==> run_1/met3.png <==
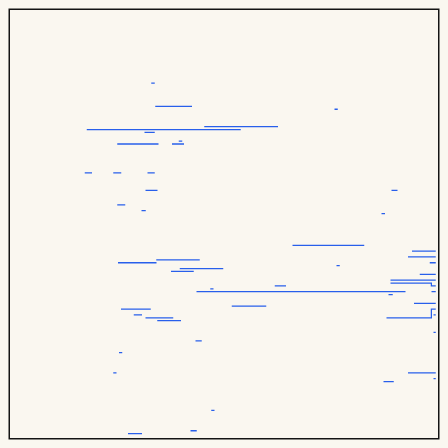
==> run_1/final_congestion.png <==
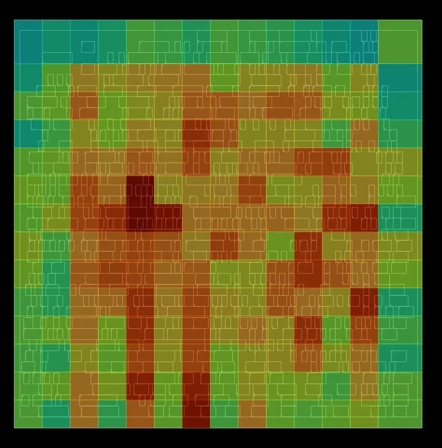
==> run_1/metal_stack.png <==
Only two layers are drawn.
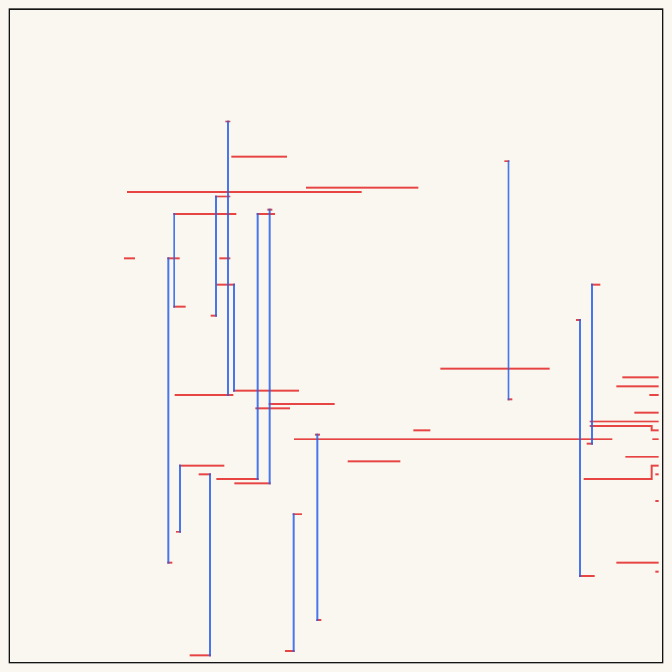
==> run_1/port_nets.png <==
The bar under the picture is 20 um long.
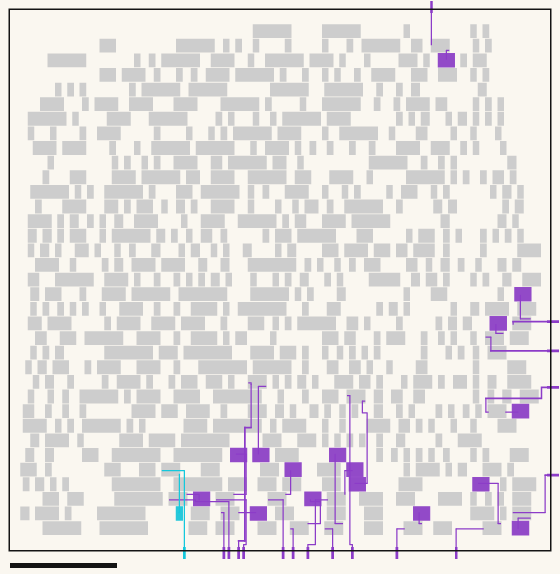
File: src/rtl/hasher_core.sv
// Registered 16-bit mixing hash: xor time, rotate, add key, multiply by K, xorshift.
// State is a single register cleared asynchronously by rst.
module hasher_core (
   input  logic        clk,
   input  logic        rst,
   input  logic [15:0] cur_time,
   input  logic [15:0] student_id,
   output logic [15:0] cur_hash
);

   localparam logic [15:0] K = 16'h9E37;

   logic [15:0] hash_q;
   logic [15:0] hash_d;
   logic [15:0] step_a;
   logic [15:0] step_b;
   logic [15:0] step_c;
   logic [31:0] product;
   logic [15:0] step_d;

   always_comb begin
      step_a  = hash_q ^ cur_time;
      step_b  = {step_a[10:0], step_a[15:11]};
      step_c  = step_b + student_id;
      // Full product computed, only the low half survives the mod 2^16 wrap.
      product = step_c * K;
      step_d  = product[15:0];
      hash_d  = step_d ^ (step_d >> 7);
   end

   always_ff @(posedge clk or posedge rst) begin
      if (rst) begin
         hash_q <= 16'h0000;
      end else begin
         hash_q <= hash_d;
      end
   end

   assign cur_hash = hash_q;

endmodule

File: config.mk
export PLATFORM = sky130hd
export DESIGN_NAME = hasher_core
export DESIGN_NICKNAME = d
export VERILOG_FILES = /design/src/rtl/hasher_core.sv
export SDC_FILE = /design/constraint.sdc
export NUM_CORES = 1
export LEC_CHECK = 0
export ABC_AREA = 1
export CELL_PAD_IN_SITES_DETAIL_PLACEMENT = 1
export CELL_PAD_IN_SITES_GLOBAL_PLACEMENT = 1
export CORE_MARGIN = 1
export CORE_UTILIZATION = 43
export DETAILED_ROUTE_END_ITERATION = 7
export PLACE_DENSITY_LB_ADDON = 0.1
export SLEW_MARGIN = 10
export SYNTH_ARGS = -nofsm -noshare
export SYNTH_HDL_FRONTEND = slang
export SYNTH_SLANG_ARGS = --single-unit
File: constraint.sdc
create_clock -name clk -period 8.6 [get_ports clk]
set_clock_uncertainty 0.15 [all_clocks]
set_input_delay 1.29 -clock clk [delete_from_list [all_inputs] [get_ports clk]]
set_output_delay 1.29 -clock clk [all_outputs]
set_load 0.02 [all_outputs]
==> changes_impl.md, run 1 <==
### Implementation results

* WL met1 at 5.10 mm
* Hold path start: cur_hash[11]
* Most instantiated cells after synthesis: inv_1, nand2_1, ha_1
* Critical Path Sink: cur_hash[8]
* Total CTS buffers at 3
* Min-Delay Endpoint: cur_hash[0]
* Dominant comb cell: adder cells
* Overflow after GRT at 0
* Slowest CP cell: fa_1
* WP data required at 8590 ps
* Core Region at 0.00933 mm^2
* Hold-fix buffers, CTS at 0
* Post-Syn Area at 0.00417 mm^2
* Die area at 0.0101 mm^2
* Endpoint type of the worst setup path: register
* Clock tree sinks at 16
* Crit. Startpoint: cur_time[11]
* Vias in the first global route at 4128
* Post-synth ARST share at 100%
* Layout cells sized above 1 at under 10%
* R2R setup slack at 1640 ps
* Vert. Die Dim at 100 um
* Max Root-Sink Buffers at 2
* N_diodes at 0
* CTS tree: yes
* Max Used Layer: met4
* Global-route wire length before repair at 20.2 mm
* Hold Vio Cnt, Final at 0
* Max FFs per register at 16
* Clock slew at reported path FFs at 60 ps
* Die X at 100 um
* CTS root buffer: clkbuf_8
* Syn Inst Count at 560
* Yosys cell count at ~560
* Antenna violations before repair at 0
* Drt first pass iters at 4
* Synth top cell by count: inv_1
* Vias per cell at around 4.9
* Outcome: finished, final reports clean
* Largest net degree at the start of global routing at 17
## Picture notes: met3.png
The layer holds 2.4% of the routed length. The layer carries 288 um of wire. The wires run mostly horizontal.
drt total wl: 12.1 mm
DR vias: 3619
met3 GRT Util: 1.25%

## Picture notes: final_congestion.png
most used routing layer: met2
post-layout util: 52.4%
grt met2 use: 50.6%
met1 GRT Util: 31.2%
gr usage total: 26.5%

## Picture notes: metal_stack.png
Key: blue = met4 [wire length 409 um]; red = met3 [wire length 288 um]

## Picture notes: port_nets.png
Key: cyan = rst [direction input, end cells 1, buffers 1, wire 25.9 um]; purple = cur_time [direction input, end cells 16, buffers 16, wire 326 um]

[run 1: through the flow]
step                      worst slack [ps]  cells  area [um^2]  hold slack (ps)
after global routing                   134    743         4880             1040
after floorplan                       1540    560         4170              914
after CTS                              538    743         4880             1010
final                                  516    743         4880             1000
after detailed placement               334    739         4830             1000
after global placement                 708    739         4830              988
[run 1: worst max-delay path, delay by kind of cell]
family / cells / cell delay, ps
AOI/OAI and AO/OA: 1 / 160
adders and majority gates: 9 / 3940
buffers and inverters: 10 / 1160
xor gates and xnor gates: 2 / 400
and+or+nand+nor: 11 / 1080
[run 1: cell type report]
cell class | instances | area [um^2]
Clock buffer | 4 | 55.1
Timing Repair Buffer | 50 | 498
Sequential cell | 16 | 400
Inverter | 166 | 623
Tap cell | 129 | 161
Multi-Input combinational cell | 378 | 3150
Fill cell | 1213 | 4440
## Run 2: what changed since run 1
--- a/config.mk
+++ b/config.mk
@@ -11,6 +11,7 @@
 export CORE_MARGIN = 1
 export CORE_UTILIZATION = 43
 export DETAILED_ROUTE_END_ITERATION = 7
+export HOLD_SLACK_MARGIN = 0.03
 export PLACE_DENSITY_LB_ADDON = 0.1
 export SLEW_MARGIN = 10
 export SYNTH_ARGS = -nofsm -noshare
==> run_2/pins.png <==
Pins as bars across the die edge, other pins in grey.
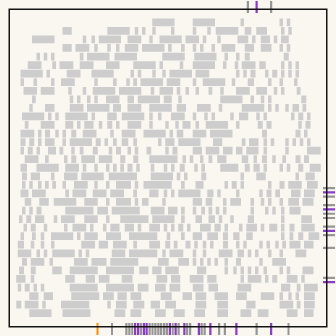
Key: orange = clk [pins 1, direction input, edge bottom]; purple = cur_time [pins 16, direction input, edge 11 bottom, 4 right, 1 top]
All pins by edge: 34 bottom, 13 right, 3 top.
Vert. Die Dim: 100 um
Die X: 100 um
# port buffers: 49

==> run 2 against run 1 <==
Net effect:
- global-route usage unchanged
- sequential share of layout area unchanged
- area after synthesis unchanged
- count of clock-buffer cells in the layout unchanged
- routed wire length unchanged
- synthesized cell count unchanged
- final area unchanged
- hold slack unchanged
- register-to-register slack about the same
- critical path type unchanged
- highest routed layer unchanged
==> changes_impl.md, run 2 <==
### Implementation results

* Outcome: finished, final reports clean
* Gr usage total at between 20% and 30%
* CTS root buffer: clkbuf_8
* Largest net degree at the start of global routing at 17
* Drt first pass iters at 4
* Crit. Startpoint: cur_time[11]
* WP data required at 8590 ps
* CTS tree: yes
* Logic cell area at 0.00315 mm^2
* WL met1 at around 5.1 mm
* Endpoint type of the worst setup path: register
* Drt total wl at 12.1 mm
* Clock tree sinks at 16
* Hold WS at 1000 ps
* Vias per cell at 4.87
* CP bufs+invs at 10
* Yosys cell count at 560
* R2R setup slack at ~1600 ps
* Total CTS buffers at 3
* Overflow after GRT at 0
* Met1 GRT Util at 31.2%
* Fin area at 0.00488 mm^2
* Syn Inst Count at 560
* Post-synth ARST share at 100%
## run 2: logic make-up after synthesis
family,count (synthesis),synth area share (%)
compound gates,33,4.50
fa+ha+maj,110,40.7
xor+xnor,47,10.1
flops,16,9.60
simple gates,188,20.2
buf+inv,166,14.9
## run 2: area by class of cell
| class | count | area share, % |
|---|---|---|
| Tap cell | 129 | 3.30 |
| Sequential cell | 16 | 8.20 |
| Timing Repair Buffer | 50 | 10.2 |
| Inverter | 166 | 12.8 |
| Clock buffer | 4 | 1.13 |
| Multi-Input combinational cell | 378 | 64.4 |
## run 2: per-stage QoR
stage | util [%] | cells
6_report | 52.4 | 743
5_1_grt | 52.4 | 743
4_1_cts | 52.4 | 743
3_5_place_dp | 51.8 | 739
3_3_place_gp | 51.8 | 739
2_1_floorplan | - | 560
## Run 3: what changed since run 2
==> constraint.sdc (replaced) <==
create_clock -name clk -period 8.6 [get_ports clk]
set_clock_uncertainty 0.15 [all_clocks]
set_input_delay 2.58 -clock clk [delete_from_list [all_inputs] [get_ports clk]]
set_output_delay 2.58 -clock clk [all_outputs]
set_load 0.02 [all_outputs]
==> run 3 against run 2 <==
Net effect:
- the run now fails in 5_1_grt
- synthesized cell count unchanged
- area after synthesis unchanged
==> changes_impl.md, run 3 <==
## Implementation

* FP Rows at 35
* Outcome: stopped before the end
* # placed instances at 828
* Ys flop type: dfrtp_1
* Dominant comb cell: adder cells
* Gr usage total at 84.0%
* CTS root buffer: clkbuf_8
* Cell type with the largest total area: fa_1
* Worst_ep kind: sequential cell input
* Stop Error: [ERROR GRT-0232] Routing congestion too high. Check the congestion heatmap in the GUI.
* # port buffers at 49
* Register share after synthesis at under 10%
* Synth top cell by count: inv_1
* Synthesis area per yosys at 0.00417 mm^2
* Setup Slack @ Placement at -697 ps
* Die X at 100 um
* Vert. Die Dim at 100 um
* Max Root-Sink Buffers at 2
* Most instantiated cells after synthesis: inv_1, nand2_1, ha_1
* Synth top area share at 20.6%
* Mux frac, synth at 0%
* Yosys xor share at 10.1%
* RePlAce Congestion at 0.881
* Top cells by area: fa_1, ha_1, inv_1, nand2_1, dfrtp_1
* Syn Inst Count at 560
* Placed wire-length estimate at 12.9 mm
* Largest net degree at the start of global routing at 17
* AND-OR/OR-AND Cells, Area Fraction at 4.50%
* Syn nets at 704
* DP Area at 0.00550 mm^2
* Post-Syn Area at 0.00417 mm^2
* Worst_ep grt: cur_hash[8]$_DFF_PP0_/D
* Post-synth ARST share at 100%
* Clock tree sinks at 16
* Adder Area Share at 40.7%
* Total CTS buffers at 3
* Htree depth at 1
* Yosys cell count at 560
* Last stage reached: 5_1_grt
* Overflow after GRT at 334
* Hold-fix buffers, CTS at 0
* Area fraction in and, or, nand and nor cells at 20.2%
* Post-synth cell types at 30
==> run 3: cell counts after synthesis <==
Identical to the previous run, type by type.
==> run 3: per-stage QoR <==
step           utilization, %  hold WS (ps)
4_1_cts                  65.4           943
2_1_floorplan               -           914
3_5_place_dp             58.9           996
3_3_place_gp             58.9           989
==> run 3: cell families after synthesis <==
logic type               Yosys count
buffers and inverters            166
flip-flops                        16
XOR/XNOR                          47
adder cells (fa/ha/maj)          110
AND/OR/NAND/NOR                  188
AND-OR/OR-AND                     33
==> run 3: timing repair <==
item / 4_1_cts
pin swaps: 66
gates resized: 82
endpoints found under the setup margin: 11
setup buffers: 29
==> run 3: metal layers <==
layer | overflow | global-route usage (%)
met5 | 1 | 22.6
met4 | 100 | 94.1
met2 | 229 | 107
met3 | 2 | 64.4
met1 | 2 | 78.8
## Run 4: what changed since run 3
==> config.mk (replaced) <==
export PLATFORM = sky130hd
export DESIGN_NAME = hasher_core
export DESIGN_NICKNAME = d
export VERILOG_FILES = /design/src/rtl/hasher_core.sv
export SDC_FILE = /design/constraint.sdc
export NUM_CORES = 1
export LEC_CHECK = 0
export ABC_AREA = 1
export CORE_MARGIN = 1
export CORE_UTILIZATION = 40
export DETAILED_ROUTE_END_ITERATION = 7
export PLACE_DENSITY_LB_ADDON = 0.15
export SLEW_MARGIN = 10
export SYNTH_ARGS = -nofsm -noshare
export SYNTH_HDL_FRONTEND = slang
export SYNTH_SLANG_ARGS = --single-unit
==> run_4/final_congestion.png <==
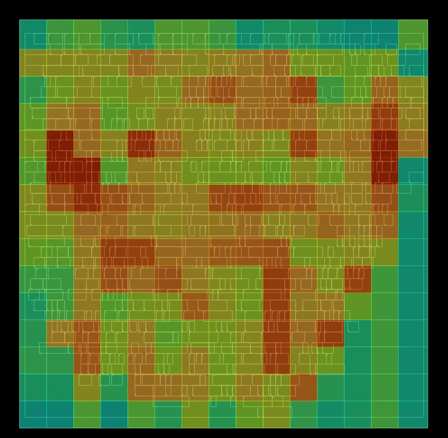
gr usage total: 22.7%
met1 GRT Util: 32.3%
post-layout util: 62.8%
grt met2 use: 38.0%
routed len/inst: 14.2 um

==> run 4 against run 3 <==
Net effect:
- the flow now finishes without violations
- area after synthesis unchanged
- synthesized cell count did not move
==> changes_impl.md, run 4 <==
### Implementation results

* Outcome: finished, final reports clean
* Non-Filler Instances at 870
* Number of gates resized after CTS at 20
* Max FFs per register at 16
* Placed wire-length estimate at 10.6 mm
* Mux frac, synth at 0%
* # port buffers at 49
* Logic cell area at ~0.0036 mm^2
* PnR worst setup slack at 195 ps
* Hold path start: cur_hash[11]
* Clock slew at reported path FFs at 60 ps
* Hold-fix buffers, CTS at 0
* Layout cells sized above 1 at 30.7%
* Yosys xor share at 10.1%
* WP data required at 8590 ps
* Overflow after GRT at 0
* Slowest CP cell: fa_1
* Synth top cell by count: inv_1
* Post-Syn Area at 0.00417 mm^2
* Dominant comb cell: adder cells
* Yosys cell count at 560
* Post CTS Setup Buffer Count at 3
* Core Region at 0.00995 mm^2
* Max Root-Sink Buffers at 2
* R2R setup slack at 2410 ps
==> run 4: area by class of cell <==
cell class | count | area share, %
clock buffers | 4 | 0.881
inverters | 166 | 9.97
multi-input cells | 378 | 57.2
flip-flops and latches | 16 | 6.40
well taps | 133 | 2.66
repair buffers | 173 | 22.9
==> run 4: kinds of logic after synthesis <==
family,after synthesis
flip-flops,16
buffers and inverters,166
AND-OR/OR-AND,33
AND/OR/NAND/NOR,188
adder cells (fa/ha/maj),110
XOR/XNOR,47
==> run 4: layer usage <==
metal / routed length (um) / GRT usage (%)
met5: 0 / 0
met3: 388 / 1.50
met4: 175 / 4.08
met1: 5910 / 32.3
met2: 5870 / 38.0
==> run 4: critical path: cells and delay by family <==
family,cells,cell delay (ps)
fa+ha+maj,8,3290
buf+inv,9,980
simple gates,13,890
compound gates,2,370
xor+xnor,2,290
